==> src/rtl/prim_executor_pkg.sv <==
// Shared definitions for the action-primitive executor: opcodes, FSM encodings,
// primitive field positions, SRAM mux selects and small arithmetic helpers.
package prim_executor_pkg;

  localparam logic [5:0] OP_NOP       = 6'd0;
  localparam logic [5:0] OP_CKSUM     = 6'd1;
  localparam logic [5:0] OP_ADD       = 6'd2;
  localparam logic [5:0] OP_COPY      = 6'd3;
  localparam logic [5:0] OP_SET_FIELD = 6'd4;
  localparam logic [5:0] OP_SET_PORT  = 6'd5;

  // Bit positions inside the 64-bit primitive {word@pc, word@pc+4}
  localparam int OPC_HI = 63;
  localparam int OPC_LO = 58;
  localparam int DST_HI = 57;
  localparam int DST_LO = 48;
  localparam int SRC_HI = 47;
  localparam int SRC_LO = 38;
  localparam int LEN_HI = 37;
  localparam int LEN_LO = 32;
  localparam int IMM_HI = 31;
  localparam int IMM_LO = 0;

  typedef enum logic [2:0] {
    ST_IDLE,
    ST_FETCH_HI,
    ST_FETCH_LO,
    ST_DECODE,
    ST_RD,
    ST_WR,
    ST_CKSUM,
    ST_DONE
  } state_e;

  typedef enum logic [1:0] {
    CK_IDLE,
    CK_RD,
    CK_WR,
    CK_RDY
  } cks_state_e;

  typedef enum logic {
    MUX_FSM,
    MUX_CKS
  } mux_sel_e;

  // Ones-complement 16-bit add with end-around carry
  function automatic logic [15:0] add_fold(input logic [15:0] a, input logic [15:0] b);
    logic [16:0] s;
    s = {1'b0, a} + {1'b0, b};
    return s[15:0] + {15'd0, s[16]};
  endfunction

  function automatic logic [31:0] len_mask(input logic [5:0] len);
    case (len)
      6'd1:    return 32'h0000_00FF;
      6'd2:    return 32'h0000_FFFF;
      default: return 32'hFFFF_FFFF;
    endcase
  endfunction

endpackage

==> src/rtl/prim_executor_cksum_unit.sv <==
// Internet checksum engine: sums len bytes as 16-bit words starting at src and
// writes the complemented folded sum as a 2-byte store at dst, then pulses ready.
module prim_executor_cksum_unit
  import prim_executor_pkg::*;
#(
  parameter int ADDR_W = 32
) (
  input  logic              clk,
  input  logic              rst,
  input  logic              start_i,
  input  logic [ADDR_W-1:0] src_addr_i,
  input  logic [ADDR_W-1:0] dst_addr_i,
  input  logic [5:0]        len_i,
  output logic              ready_o,
  output logic              mem_ce_o,
  output logic              mem_we_o,
  output logic [ADDR_W-1:0] mem_addr_o,
  output logic [3:0]        mem_width_o,
  output logic [15:0]       mem_wdata_o,
  input  logic [15:0]       mem_rdata_i
);

  cks_state_e        st_q, st_d;
  logic [ADDR_W-1:0] addr_q, addr_d;
  logic [ADDR_W-1:0] dst_q, dst_d;
  logic [4:0]        left_q, left_d;
  logic [15:0]       sum_q, sum_d;
  logic              acc_q, acc_d;
  logic [15:0]       sum_next;

  // Read data lands one cycle after each read, so accumulation lags by one
  assign sum_next = add_fold(sum_q, mem_rdata_i);

  always_ff @(posedge clk) begin
    if (rst) begin
      st_q   <= CK_IDLE;
      addr_q <= '0;
      dst_q  <= '0;
      left_q <= '0;
      sum_q  <= '0;
      acc_q  <= 1'b0;
    end else begin
      st_q   <= st_d;
      addr_q <= addr_d;
      dst_q  <= dst_d;
      left_q <= left_d;
      sum_q  <= sum_d;
      acc_q  <= acc_d;
    end
  end

  always_comb begin
    st_d        = st_q;
    addr_d      = addr_q;
    dst_d       = dst_q;
    left_d      = left_q;
    sum_d       = sum_q;
    acc_d       = acc_q;
    ready_o     = 1'b0;
    mem_ce_o    = 1'b0;
    mem_we_o    = 1'b0;
    mem_addr_o  = '0;
    mem_width_o = 4'd0;
    mem_wdata_o = '0;
    case (st_q)
      CK_IDLE: begin
        if (start_i) begin
          addr_d = src_addr_i;
          dst_d  = dst_addr_i;
          left_d = 5'(({1'b0, len_i} + 7'd1) >> 1);
          sum_d  = '0;
          acc_d  = 1'b0;
          st_d   = CK_RD;
        end
      end
      CK_RD: begin
        mem_ce_o    = 1'b1;
        mem_addr_o  = addr_q;
        mem_width_o = 4'd2;
        addr_d      = addr_q + ADDR_W'(2);
        left_d      = left_q - 5'd1;
        acc_d       = 1'b1;
        if (acc_q) sum_d = sum_next;
        if (left_q == 5'd1) st_d = CK_WR;
      end
      CK_WR: begin
        mem_ce_o    = 1'b1;
        mem_we_o    = 1'b1;
        mem_addr_o  = dst_q;
        mem_width_o = 4'd2;
        mem_wdata_o = ~sum_next;
        acc_d       = 1'b0;
        st_d        = CK_RDY;
      end
      default: begin
        ready_o = 1'b1;
        st_d    = CK_IDLE;
      end
    endcase
  end

endmodule

==> src/rtl/prim_executor.sv <==
// Action-primitive executor: fetches 64-bit primitives from SRAM, runs them
// against the packet buffer and shares its single SRAM port with the checksum engine.
module prim_executor
  import prim_executor_pkg::*;
#(
  parameter int ADDR_W    = 32,
  parameter int PORT_W    = 8,
  parameter int MAX_PRIMS = 16
) (
  input  logic              clk,
  input  logic              rst,
  input  logic              start_i,
  input  logic [ADDR_W-1:0] prog_addr_i,
  input  logic [ADDR_W-1:0] pkt_base_i,
  output logic              mem_ce_o,
  output logic              mem_we_o,
  output logic [ADDR_W-1:0] mem_addr_o,
  output logic [3:0]        mem_width_o,
  output logic [31:0]       mem_wdata_o,
  input  logic [31:0]       mem_rdata_i,
  output logic [PORT_W-1:0] egress_port_o,
  output logic              port_valid_o,
  output logic              done_o,
  output logic              err_o,
  output logic [7:0]        prim_count_o
);

  state_e            state_q, state_d;
  logic [ADDR_W-1:0] pc_q, pc_d, base_q, base_d;
  logic [31:0]       hi_q, hi_d, lo_q, lo_d;
  logic [7:0]        cnt_q, cnt_d;
  logic [PORT_W-1:0] port_q, port_d;
  logic              pv_q, pv_d, err_q, err_d;

  logic [63:0]       prim;
  logic [5:0]        opcode, len;
  logic [9:0]        dst_off, src_off;
  logic [ADDR_W-1:0] dst_addr, src_addr;
  logic [7:0]        cnt_inc;
  logic              rw_op, len_ok_rw, cks_len_ok, prim_bad;

  logic              cks_start, cks_ready;
  logic              cks_ce, cks_we;
  logic [ADDR_W-1:0] cks_addr;
  logic [3:0]        cks_width;
  logic [15:0]       cks_wdata;

  logic              f_ce, f_we;
  logic [ADDR_W-1:0] f_addr;
  logic [3:0]        f_width;
  logic [31:0]       f_wdata;
  mux_sel_e          mux_sel;

  assign prim     = {hi_q, lo_q};
  assign opcode   = prim[OPC_HI:OPC_LO];
  assign dst_off  = prim[DST_HI:DST_LO];
  assign src_off  = prim[SRC_HI:SRC_LO];
  assign len      = prim[LEN_HI:LEN_LO];
  assign dst_addr = base_q + ADDR_W'(dst_off);
  assign src_addr = base_q + ADDR_W'(src_off);
  assign cnt_inc  = cnt_q + 8'd1;

  assign rw_op      = (opcode == OP_ADD) || (opcode == OP_COPY) || (opcode == OP_SET_FIELD);
  assign len_ok_rw  = (len == 6'd1) || (len == 6'd2) || (len == 6'd4);
  assign cks_len_ok = (len != 6'd0) && !len[0];
  assign prim_bad   = (opcode > OP_SET_PORT) ||
                      (rw_op && !len_ok_rw) ||
                      ((opcode == OP_CKSUM) && !cks_len_ok);

  always_ff @(posedge clk) begin
    if (rst) begin
      state_q <= ST_IDLE;
      pc_q    <= '0;
      base_q  <= '0;
      hi_q    <= '0;
      lo_q    <= '0;
      cnt_q   <= '0;
      port_q  <= '0;
      pv_q    <= 1'b0;
      err_q   <= 1'b0;
    end else begin
      state_q <= state_d;
      pc_q    <= pc_d;
      base_q  <= base_d;
      hi_q    <= hi_d;
      lo_q    <= lo_d;
      cnt_q   <= cnt_d;
      port_q  <= port_d;
      pv_q    <= pv_d;
      err_q   <= err_d;
    end
  end

  always_comb begin
    state_d   = state_q;
    pc_d      = pc_q;
    base_d    = base_q;
    hi_d      = hi_q;
    lo_d      = lo_q;
    cnt_d     = cnt_q;
    port_d    = port_q;
    pv_d      = pv_q;
    err_d     = err_q;
    cks_start = 1'b0;
    f_ce      = 1'b0;
    f_we      = 1'b0;
    f_addr    = '0;
    f_width   = 4'd0;
    f_wdata   = '0;
    case (state_q)
      ST_IDLE: begin
        if (start_i) begin
          pc_d    = prog_addr_i;
          base_d  = pkt_base_i;
          cnt_d   = '0;
          port_d  = '0;
          pv_d    = 1'b0;
          err_d   = 1'b0;
          state_d = ST_FETCH_HI;
        end
      end
      ST_FETCH_HI: begin
        f_ce    = 1'b1;
        f_addr  = pc_q;
        f_width = 4'd4;
        state_d = ST_FETCH_LO;
      end
      ST_FETCH_LO: begin
        f_ce    = 1'b1;
        f_addr  = pc_q + ADDR_W'(4);
        f_width = 4'd4;
        hi_d    = mem_rdata_i;
        state_d = ST_DECODE;
      end
      ST_DECODE: begin
        // Opcode/len come from hi_q; only imm needs the word arriving now
        lo_d  = mem_rdata_i;
        pc_d  = pc_q + ADDR_W'(8);
        cnt_d = cnt_inc;
        if (prim_bad) begin
          err_d   = 1'b1;
          state_d = ST_DONE;
        end else if (opcode == OP_NOP) begin
          state_d = ST_DONE;
        end else if (cnt_inc == 8'(MAX_PRIMS)) begin
          err_d   = 1'b1;
          state_d = ST_DONE;
        end else begin
          case (opcode)
            OP_CKSUM: begin
              cks_start = 1'b1;
              state_d   = ST_CKSUM;
            end
            OP_ADD, OP_COPY: state_d = ST_RD;
            OP_SET_FIELD:    state_d = ST_WR;
            default: begin
              port_d  = mem_rdata_i[PORT_W-1:0];
              pv_d    = 1'b1;
              state_d = ST_FETCH_HI;
            end
          endcase
        end
      end
      ST_RD: begin
        f_ce    = 1'b1;
        f_addr  = (opcode == OP_ADD) ? dst_addr : src_addr;
        f_width = 4'(len);
        state_d = ST_WR;
      end
      ST_WR: begin
        f_ce    = 1'b1;
        f_we    = 1'b1;
        f_addr  = dst_addr;
        f_width = 4'(len);
        case (opcode)
          OP_ADD:  f_wdata = (mem_rdata_i + lo_q) & len_mask(len);
          OP_COPY: f_wdata = mem_rdata_i & len_mask(len);
          default: f_wdata = lo_q & len_mask(len);
        endcase
        state_d = ST_FETCH_HI;
      end
      ST_CKSUM: begin
        if (cks_ready) state_d = ST_FETCH_HI;
      end
      default: begin
        if (!start_i) begin
          err_d   = 1'b0;
          state_d = ST_IDLE;
        end
      end
    endcase
  end

  prim_executor_cksum_unit #(
    .ADDR_W(ADDR_W)
  ) u_cksum (
    .clk        (clk),
    .rst        (rst),
    .start_i    (cks_start),
    .src_addr_i (src_addr),
    .dst_addr_i (dst_addr),
    .len_i      (len),
    .ready_o    (cks_ready),
    .mem_ce_o   (cks_ce),
    .mem_we_o   (cks_we),
    .mem_addr_o (cks_addr),
    .mem_width_o(cks_width),
    .mem_wdata_o(cks_wdata),
    .mem_rdata_i(mem_rdata_i[15:0])
  );

  assign mux_sel = (state_q == ST_CKSUM) ? MUX_CKS : MUX_FSM;

  always_comb begin
    if (mux_sel == MUX_CKS) begin
      mem_ce_o    = cks_ce;
      mem_we_o    = cks_we;
      mem_addr_o  = cks_addr;
      mem_width_o = cks_width;
      mem_wdata_o = {16'd0, cks_wdata};
    end else begin
      mem_ce_o    = f_ce;
      mem_we_o    = f_we;
      mem_addr_o  = f_addr;
      mem_width_o = f_width;
      mem_wdata_o = f_wdata;
    end
  end

  assign egress_port_o = port_q;
  assign port_valid_o  = pv_q;
  assign done_o        = (state_q == ST_DONE);
  assign err_o         = err_q;
  assign prim_count_o  = cnt_q;

endmodule

==> config.mk <==
export PLATFORM = sky130hd
export DESIGN_NAME = prim_executor
export DESIGN_NICKNAME = d
export VERILOG_FILES = /design/src/rtl/prim_executor_pkg.sv /design/src/rtl/prim_executor_cksum_unit.sv /design/src/rtl/prim_executor.sv
export SDC_FILE = /design/constraint.sdc
export NUM_CORES = 1
export LEC_CHECK = 0
export CORE_MARGIN = 3
export CORE_UTILIZATION = 40
export CTS_BUF_LIST = sky130_fd_sc_hd__clkbuf_4
export CTS_CLUSTER_DIAMETER = 100
export CTS_CLUSTER_SIZE = 12
export DETAILED_ROUTE_END_ITERATION = 12
export PLACE_DENSITY = 0.67
export SYNTH_ARGS = -nofsm -noshare
export SYNTH_HDL_FRONTEND = slang
export SYNTH_SLANG_ARGS = --single-unit
==> constraint.sdc <==
create_clock -name clk -period 7.5 [get_ports clk]
set_input_delay 2.25 -clock clk [delete_from_list [all_inputs] [get_ports clk]]
set_output_delay 2.25 -clock clk [all_outputs]
set_load 0.005 [all_outputs]
Run 1, signal wires on met1:
(1 px per um)
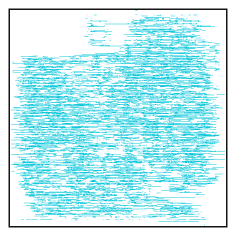
- main direction: horizontal
- longest straight run: 52.0 um
- share of all routed wire: 42%
- wire length on this layer: 29.4 mm
- nets with wire on the layer: 2699
vias: 20200
final wirelength: 70460 um
GRT met1 Usage: 37.44%

Run 1, routing congestion:
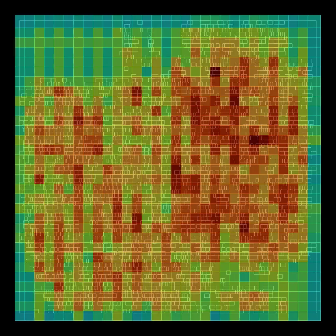
Layout Utilization: 50.36%
WL/cell: 21.16 um
GR peak layer: met2

Run 1, routed clock nets over the placement:
(1 px per um)
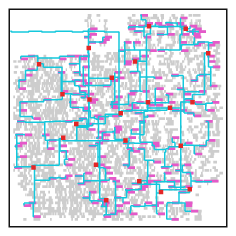
- magenta: flip-flops (count 237)
- red: clock drivers (count 23)
- cyan: clock wires (length 3800 um)
- flops lie: all over the die
power in the clock group: 613 uW
Layout Skew: 0.04930 ns
Clk pwr share: 19.5%
Worst-Skew Late Latency: 0.78 ns

## run 1: worst reg2reg max path: cells and delay by family, from the launching register on
family | cells | cell delay, ns
DFF | 1 | 0.79
AOI/OAI and AO/OA | 3 | 0.71
buffers and inverters | 2 | 0.82
and+or+nand+nor | 3 | 2.17
## run 1: worst paths after layout
kind,startpoint,endpoint,slack (ns),cells after the start
setup / recovery,mem_rdata_i[0],mem_wdata_o[10],-0.11,21
hold / removal,u_cksum.dst_q[10],u_cksum.dst_q[10],0.46,2
setup reg to reg,hi_q[26],u_cksum.addr_q[31],3.00,8
hold reg to reg,u_cksum.dst_q[10],u_cksum.dst_q[10],0.46,2
## run 1: sequential cells by signal, summed over array words and instances (netlist names), 3 cells and up
register        count
base_q             32
egress_port_o       8
hi_q               32
lo_q               32
pc_q               32
prim_count_o        8
state_q             3
u_cksum.addr_q     32
u_cksum.dst_q      32
u_cksum.left_q      5
u_cksum.sum_q      16
## run 1: cell type report
type,instances,area share [%]
multi-input combinational,2041,57.94
clock inverter,1,0.02292
sequential,237,21.73
tap,585,3.352
timing repair buffer,397,15.37
clock buffer,23,0.7907
antenna,1,0.01146
inverter,45,0.7736
## run 1: cell usage after synthesis (26+ instances only)
cell type	number
dfxtp_1	237
o21ai_0	166
a21o_1	26
inv_1	45
a211oi_1	30
nor2_1	189
a21oi_1	338
a22oi_1	44
and3_1	28
ha_1	85
xor2_1	46
o211ai_1	27
o22ai_1	27
nand3_1	98
mux2i_1	26
clkbuf_1	153
xnor2_1	67
nor3_1	65
nand2_1	433
## run 1: cell usage in the layout (no fill, tap or decap), types with 43 or more instances in the layout
cell / instances
clkdlybuf4s50_1: 143
a22oi_1: 44
o21ai_0: 154
xor2_1: 43
ha_1: 70
xnor2_1: 63
nor2_1: 187
dfxtp_1: 236
inv_1: 45
nand3_1: 94
nor3_1: 62
a21oi_1: 331
nand2_1: 430
buf_4: 206
## run 1: layer usage
layer  vias to the layer above  share of wire [%]  GRT usage, %
met3                       163                8.1         4.234
met5                         -              0.048             0
met1                      9574                 42         37.44
li1                       9496                  -             -
met2                       963                 46         48.36
met4                         4                3.8         10.46
## run 1: stage by stage
stage	hold slack, ns	cells	worst slack (ns)	area (um2)
3_3_place_gp	0.4389	3281	-1.286	21020
5_1_grt	0.4892	3330	-0.2813	21840
3_5_place_dp	0.4434	3281	-1.372	21020
4_1_cts	0.4617	3325	-0.2813	21700
2_1_floorplan	0.4316	2496	0.007678	17650
6_report	0.4637	3330	-0.1098	21840
## run 1: power by group through the flow
stage               clock (mW)  sequential (mW)  combinational, mW
finish                   0.613             1.45               1.08
global route             0.670             1.46               1.16
CTS                      0.626             1.45               1.05
detailed placement           0             1.48               1.03
global placement             0             1.48               1.01
floorplan                    0             1.40              0.654
## run 1: cells by family after synthesis
family,count (synthesis),synth area share (%)
AOI/OAI and AO/OA,824,28.81
xor gates and xnor gates,114,5.734
adders and majority gates,89,6.479
buffers and inverters,218,4.841
DFF,237,26.88
muxes,27,1.538
and+or+nand+nor,987,25.72
## run 1: timing repair
item / CTS / global route
setup endpoints to repair: 32 / 30
cloned: 0 / 0
pin swaps: 44 / 33
resized: 182 / 39
buffers inserted: 23 / 4
==> qor.csv, run 1 <==
stage,metric,value,unit
yosys,ys_warn_count,0,
job,log.warning_count,37,
yosys,yosys.area.top_type_share,26.88,%
sta,maxSlewViolCount,0,
route,drt_iter0_markers,1815,
sta,fmax,131.4,MHz
power,p_sw,1.254,mW
sta,fin_ws,-0.1098,ns
status,violations,negative setup slack,
yosys,synth_area_per_cell,7.072,um2
floorplanning,io-pin-count,188,
critical_path,crit_buf_inv,3,
global_route,grt_pass1_wl,108900,um
clock_network,cts_buffers,23,
yosys,synthCells,2496,
yosys,top_cells_by_area,"dfxtp_1, a21oi_1, nand2_1",
yosys,ys_types,87,
global_route,grt_usage,28.72,%
yosys,ys_ff,237,
cells_and_area,flop_area,0.004746,mm2
sta,worstMarginPinSlew,1.220,ns
power,power_frac_seq,46.3,%
route,via_per_inst,6.066,
sta,setup_viol,5,
critical_path,required,5.25,ns
status,status,"finished, violations left",
power,combPwrFrac,34.2,%
sta,period_used_share,101.5,%
power,leakagePower,7.857,nW
floorplanning,initCoreUtil,40.71,%
sta,hold_violations,0,
sta,fin_crit,7.610,ns
sta,maxSlewHeadroom,18.39,%
global_route,first_global_vias,19250,
floorplanning,die_x,216.1,um
==> run 1 -> run 2 <==
--- a/config.mk
+++ b/config.mk
@@ -11,6 +11,7 @@
 export CTS_CLUSTER_DIAMETER = 100
 export CTS_CLUSTER_SIZE = 12
 export DETAILED_ROUTE_END_ITERATION = 12
+export GPL_TIMING_DRIVEN = 0
 export PLACE_DENSITY = 0.67
 export SYNTH_ARGS = -nofsm -noshare
 export SYNTH_HDL_FRONTEND = slang
Run 2, signal wires on met1:
(1 px per um)
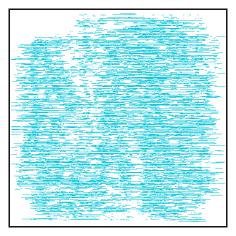
- wire length on this layer: 33.3 mm
- nets with wire on the layer: 2741
GRT met1 Usage: 44.19%
final wirelength: 85230 um
vias: 20950

==> qor.csv, run 2 <==
stage,metric,value,unit
clock_network,cts_buffers,24,
sta,setup_viol,8,
sta,worstMarginPinSlew,1.220,ns
status,violations,negative setup slack,
global_route,first_global_vias,19690,
yosys,synth_top_cell_by_count,nand2_1,
power,ir_drop,92.37,uV
status,status,"finished, violations left",
sta,period_used_share,106.4,%
critical_path,r2r_cells,20,
yosys,synth_area_per_cell,7.072,um2
clock_network,clk_path_buf_depth,3,
cells_and_area,fin_util,49.42,%
power,swShare,42.39,%
route,first_pass_iters,5,
critical_path,path_class,input pin to primary output,
critical_path,r2r_start,u_cksum.sum_q[0],
yosys,synthCells,2496,
sta,maxSlewViolCount,0,
clock_network,htreeDepth,1,
cells_and_area,lay_top_count,nand2_1,
floorplanning,die_h,216.1,um
yosys,syn_area,0.01765,mm2
route,drt_iter0_markers,2290,
critical_path,critPathMaxFanout,3,
sta,finClkSkew,0.07112,ns
sta,fmax,125.4,MHz
worst_hold_path,hp-start,u_cksum.dst_q[10],
power,power.clock.fraction,20.4,%
yosys,yosys.area.top_type_share,26.88,%
yosys,synth_top_cell_by_area,dfxtp_1,
sta,fin_ws,-0.4772,ns
sta,fin_crit,7.977,ns
worst_hold_path,hp-class,flop to flop,
floorplanning,chip_area,0.04669,mm2
floorplanning,io-pin-count,188,
yosys,ys_ff,237,
critical_path,crit_start,mem_rdata_i[0],
cells_and_area,final_cell_mix,"nand2_1, a21oi_1, dfxtp_1, nor2_1, o21ai_0",
power,power_frac_seq,43.1,%
job,log.warning_count,37,
route,wl_per_cell,25.60,um
power,combPwrFrac,36.6,%
route,via_per_inst,6.294,
yosys,top_cells_by_area,"dfxtp_1, a21oi_1, nand2_1",
yosys,ys_warn_count,0,
floorplanning,die_x,216.1,um
sta,maxSlewHeadroom,17.80,%
global_route,grt_usage,34.62,%
global_route,globalRoute.totalOverflow,0,
floorplanning,core,0.04336,mm2
placed_design,place_ws,-1.989,ns
critical_path,required,5.25,ns
floorplanning,initCoreUtil,40.71,%
yosys,ys_types,87,
job,max-cap-violations,0,
global_route,grt_pass1_wl,124300,um
power,leakagePower,7.337,nW
worst_hold_path,hold_depth,2,
power,p_sw,1.387,mW
sta,hold_violations,0,
yosys,netlist_top_cells_count,"nand2_1, a21oi_1, dfxtp_1",
clock_network,clk-insertion-delay-late,0.84,ns
Run 2, layout detail:
Region (150, 150) to (175, 175) um. Cells in grey, sequential cells in the stronger grey; small squares are vias.
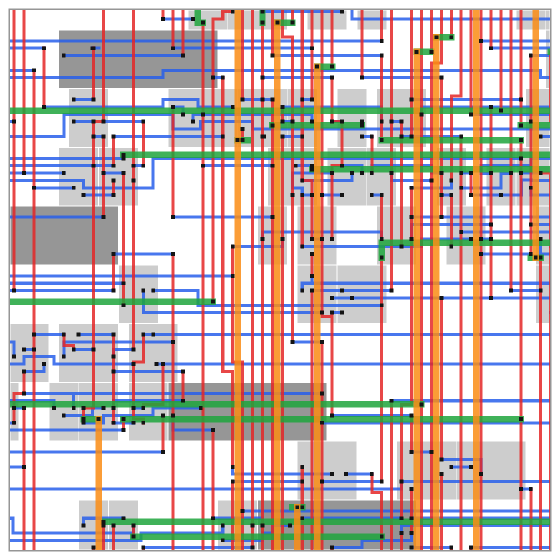
- blue: metal 1
- green: metal 3
- red: metal 2
- orange: metal 4
- netlist names of flops here include: u_cksum.addr_q (4)
- sequential cells in the window: 4
- cells with their middle in the window: 38
- most frequent: nand2_1 (6)

-- run 2: cell types whose count changed in the layout (fill, tap and decap cells not counted), sizes merged, moves of 4 or more --
cell and change:
clkbuf +151, buf -150, clkdlybuf4s50 -8, dlymetal6s2s +7, dlygate4sd2 -4
-- run 2: final cells by class --
cell class / instances / area [um2]
Clock buffer: 25 / 187.7
Buffer: 169 / 683.2
Sequential cell: 237 / 4745
Clock inverter: 3 / 21.27
Multi-Input combinational cell: 2041 / 12830
Inverter: 45 / 168.9
Fill cell: 4437 / 21930
Tap cell: 585 / 732.0
Timing Repair Buffer: 223 / 2056
Antenna cell: 1 / 2.502
-- run 2: logic make-up after synthesis --
kind of cell,count (synthesis),synth area share (%)
fa+ha+maj,89,6.479
simple gates,987,25.72
compound gates,824,28.81
flops,237,26.88
xor+xnor,114,5.734
mux,27,1.538
buf+inv,218,4.841
-- run 2: worst paths after layout --
path	slack (ns)	to
setup reg to reg	3.56	u_cksum.sum_q[13]
setup / recovery	-0.48	mem_wdata_o[12]
hold / removal	0.47	u_cksum.dst_q[10]
hold reg to reg	0.47	u_cksum.dst_q[10]
-- run 2: critical path, cell delays in order --
cell and delay (ns):
buf_12 0.11, ha_4 0.16, fa_2 0.41, a211oi_4 0.29, o21ai_2 0.15, a31oi_4 0.19, o21ai_2 0.08, o21ai_2 0.09
nor2_1 0.06, o21ai_1 0.12, nand2b_1 0.12, ha_2 0.22, buf_4 0.14, ha_4 0.15, and4_4 0.16, nand3b_1 0.16
buf_6 0.13, a211oi_4 0.05, xnor2_2 0.29, a31o_2 0.25, buf_2 0.13
-- run 2: metrics by stage --
stage / std cells / area (um2) / total power, mW / hold WS [ns] / TNS [ns]
global placement: 3267 / 20250 / 2.537 / 0.4412 / -38.93
global route: 3329 / 21430 / 3.391 / 0.4922 / -4.312
CTS: 3320 / 21120 / 3.222 / 0.4659 / -2.453
finish: 3329 / 21430 / 3.273 / 0.4690 / -2.488
floorplan: 2496 / 17650 / 2.057 / 0.4316 / 0
detailed placement: 3267 / 20250 / 2.549 / 0.4464 / -39.01
-- run 2: power groups by stage --
| stage | Clock, mW | Combinational, mW | Sequential (mW) |
|---|---|---|---|
| 2_1_floorplan | 0 | 0.654 | 1.40 |
| 3_3_place_gp | 0 | 1.11 | 1.43 |
| 3_5_place_dp | 0 | 1.12 | 1.43 |
| 4_1_cts | 0.668 | 1.15 | 1.41 |
| 5_1_grt | 0.704 | 1.27 | 1.42 |
| 6_report | 0.667 | 1.20 | 1.41 |
-- run 2: what timing repair did --
item                       CTS  global route
setup endpoints to repair   32            35
resized                    228            73
pin swaps                   44            33
setup buffers               29             9
-- run 2: routing by layer --
layer	vias up	share of wire, %	GRT usage, %
li1	9486	-	-
met1	10030	39	44.19
met2	1193	46	57.40
met3	244	9.5	5.384
met4	0	5.8	16.41
met5	-	0	0
Power and IR drop assume default switching activity.
